==> images/gates.png <==
Scale: 2 px per um.
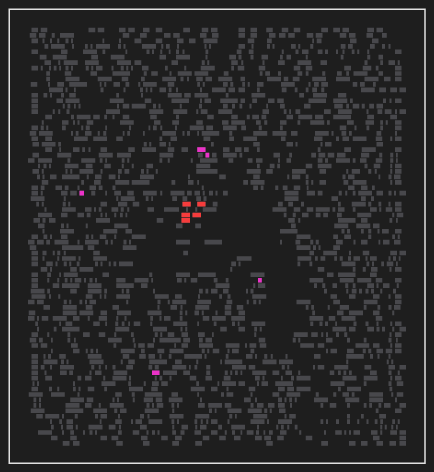
==> images/sizing.png <==
Scale: 2 px per um.
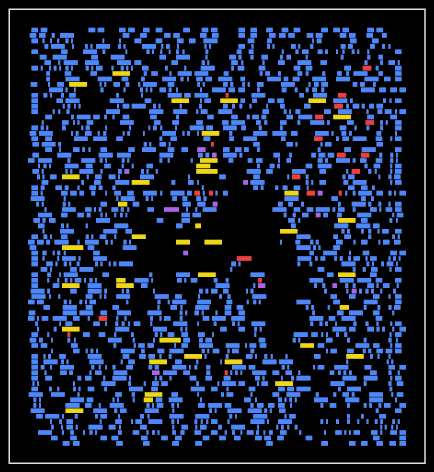
==> images/placed.png <==
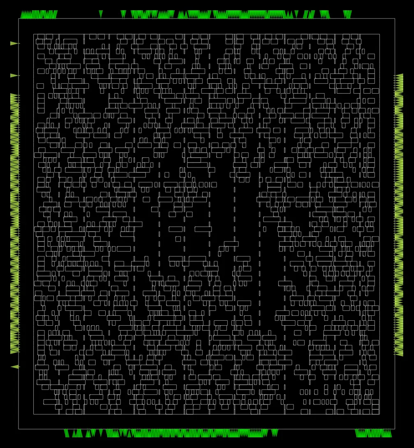
==> images/pinout.png <==
Scale: 2 px per um. Pins as bars across the die edge, other pins in grey.
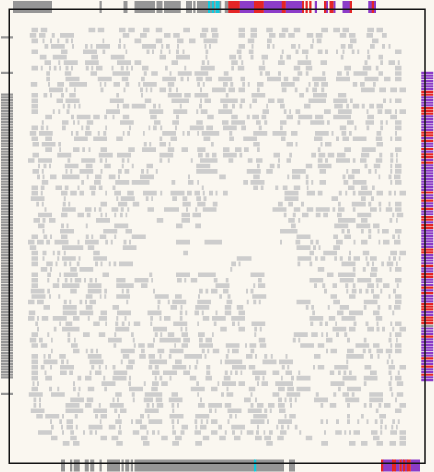
==> images/port_trees.png <==
Scale: 1 px per um.
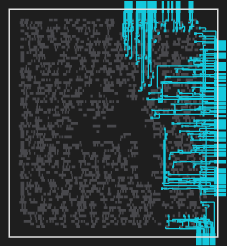
Design mul_issue_ctrl_flat, sky130hd; sources not shown.
==> flow_metrics.py <==
# Physical implementation metrics
metrics = {
    "global_routing": {
        "met1_usage": 0.1975,
        "use_met2": 0.3013,
        "grt_max_degree": 79,
        "grt_busiest_layer": "met2",
        "met3_usage": 0.06634,
    },
    "clock_network": {
        "cts_hold_repair.buffers": 0,
        "cts_root_buffer": "clkbuf_16",
        "ctsResizeCount": 0,
        "cts_tree": "done",
        "post_cts_buffers": 0,
    },
    "yosys": {
        "logic_family": "simple AND/OR/NAND/NOR gates",
        "enable_flop_cells": 0,
        "synth.distinct_cells": 36,
        "top_area_frac": 0.4840,
        "netlist_area_um2": 8438,
        "seq_area_frac_synth": 0.4840,
        "async_flop_share": 0,
        "ys_cells": 1102,
        "ys_warn_count": 0,
    },
    "final_layout": {
        "seqCellArea_um2": 4085,
        "nFillCells": 4759,
        "comb_cells": 803,
        "clock_tree_area_fraction": 0.05632,
        "n_all_buffers": 486,
        "drive_gt1_frac": 0.04669,
        "syn_to_final_growth_pct": 71.15,
        "final_cell_mix": "471 x clkdlybuf4s50_1, 371 x nand2_1, 203 x dfxtp_1",
    },
    "placement": {
        "place.gp.congestion": 0.7669,
    },
    "route": {
        "first_iter_violations": 326,
        "dr.pass1.iters": 4,
        "post_drt_wl_per_cell_um": 20.69,
        "wl_um": 42620,
    },
    "timing": {
        "setup_violations": 0,
        "finalHoldViolations": 0,
    },
    "run_status": {
        "status": "finished, final reports clean",
    },
    "power": {
        "p_comb_frac": 0.251,
        "p_int_mw": 3.860,
        "net-switching-power_mw": 1.560,
    },
    "worst_setup_path": {
        "crit_family": "simple AND/OR/NAND/NOR gates",
        "cp.depth": 7,
        "crit_buf_inv": 2,
    },
    "job": {
        "warning_count": 30,
    },
}
Back to the opening pictures, gates.png:
legend:
  magenta:
    family: and/or cells
    cells: 5
  red:
    family: fa/ha/maj cells
    cells: 5
    most_used: ha_1
    where: centre
most common logic cell in the routed design: clkdlybuf4s50_1
Comb area share: 0.2749

Back to the opening pictures, sizing.png:
legend:
  red:
    size: x2
    cells: 21
  blue:
    size: x1 and smaller
    cells: 1470
  yellow:
    size: x6 and larger
    cells: 38
  purple:
    size: x3 and x4
    cells: 13
slack of the critical path: 866.5 ps
post-route cell area: 14440 um^2

Back to the opening pictures, placed.png:
Seq/total area: 0.2829
Final Non-Filler Cells: 2060
flip-flops: 204
tapcell count: 513

Back to the opening pictures, pinout.png:
legend:
  red:
    port: `bus_resp_data`
    pins: 64
    direction: output
    edge: 36 east, 21 north, 7 south
  cyan:
    port: `bus_resp_rd`
    pins: 5
    direction: output
    edge: 4 north, 1 south
  purple:
    port: `bus_mul_result`
    pins: 128
    direction: input
    edge: 77 east, 37 north, 14 south
all pins by edge: 127 south, 124 north, 114 east, 108 west
PortBufs: 472
Die Y-Extent: 226.2 um
Die Wd: 207.1 um

Back to the opening pictures, port_trees.png:
legend:
  cyan:
    port: `bus_mul_result`
    bits: 128
    direction: input
    edge: 77 east, 37 north, 14 south
    end_cells: 129
    wire: 4910 um
# IOs: 473

## stage by stage
stage | utilization | area, um^2 | setup slack [ps] | cells
finish | 0.3621 | 14440 | 866.5 | 2060
global route | 0.3619 | 14430 | 778.7 | 2057
CTS | 0.3617 | 14430 | 804.5 | 2055
detailed placement | 0.3413 | 13610 | 247.2 | 2013
global placement | 0.3413 | 13610 | 218.0 | 2013
floorplan | - | 8438 | 1453 | 1102
## power groups by stage
stage | clock, mW | sequential (mW) | combinational [mW]
after detailed placement | 0 | 2.06 | 1.39
final | 2.04 | 2.02 | 1.36
after global placement | 0 | 2.05 | 1.39
after floorplan | 0 | 2.11 | 0.538
after global routing | 2.20 | 2.04 | 1.51
after CTS | 2.13 | 2.02 | 1.40
Power figures rest on the tool's default switching activity, not on a simulated workload.
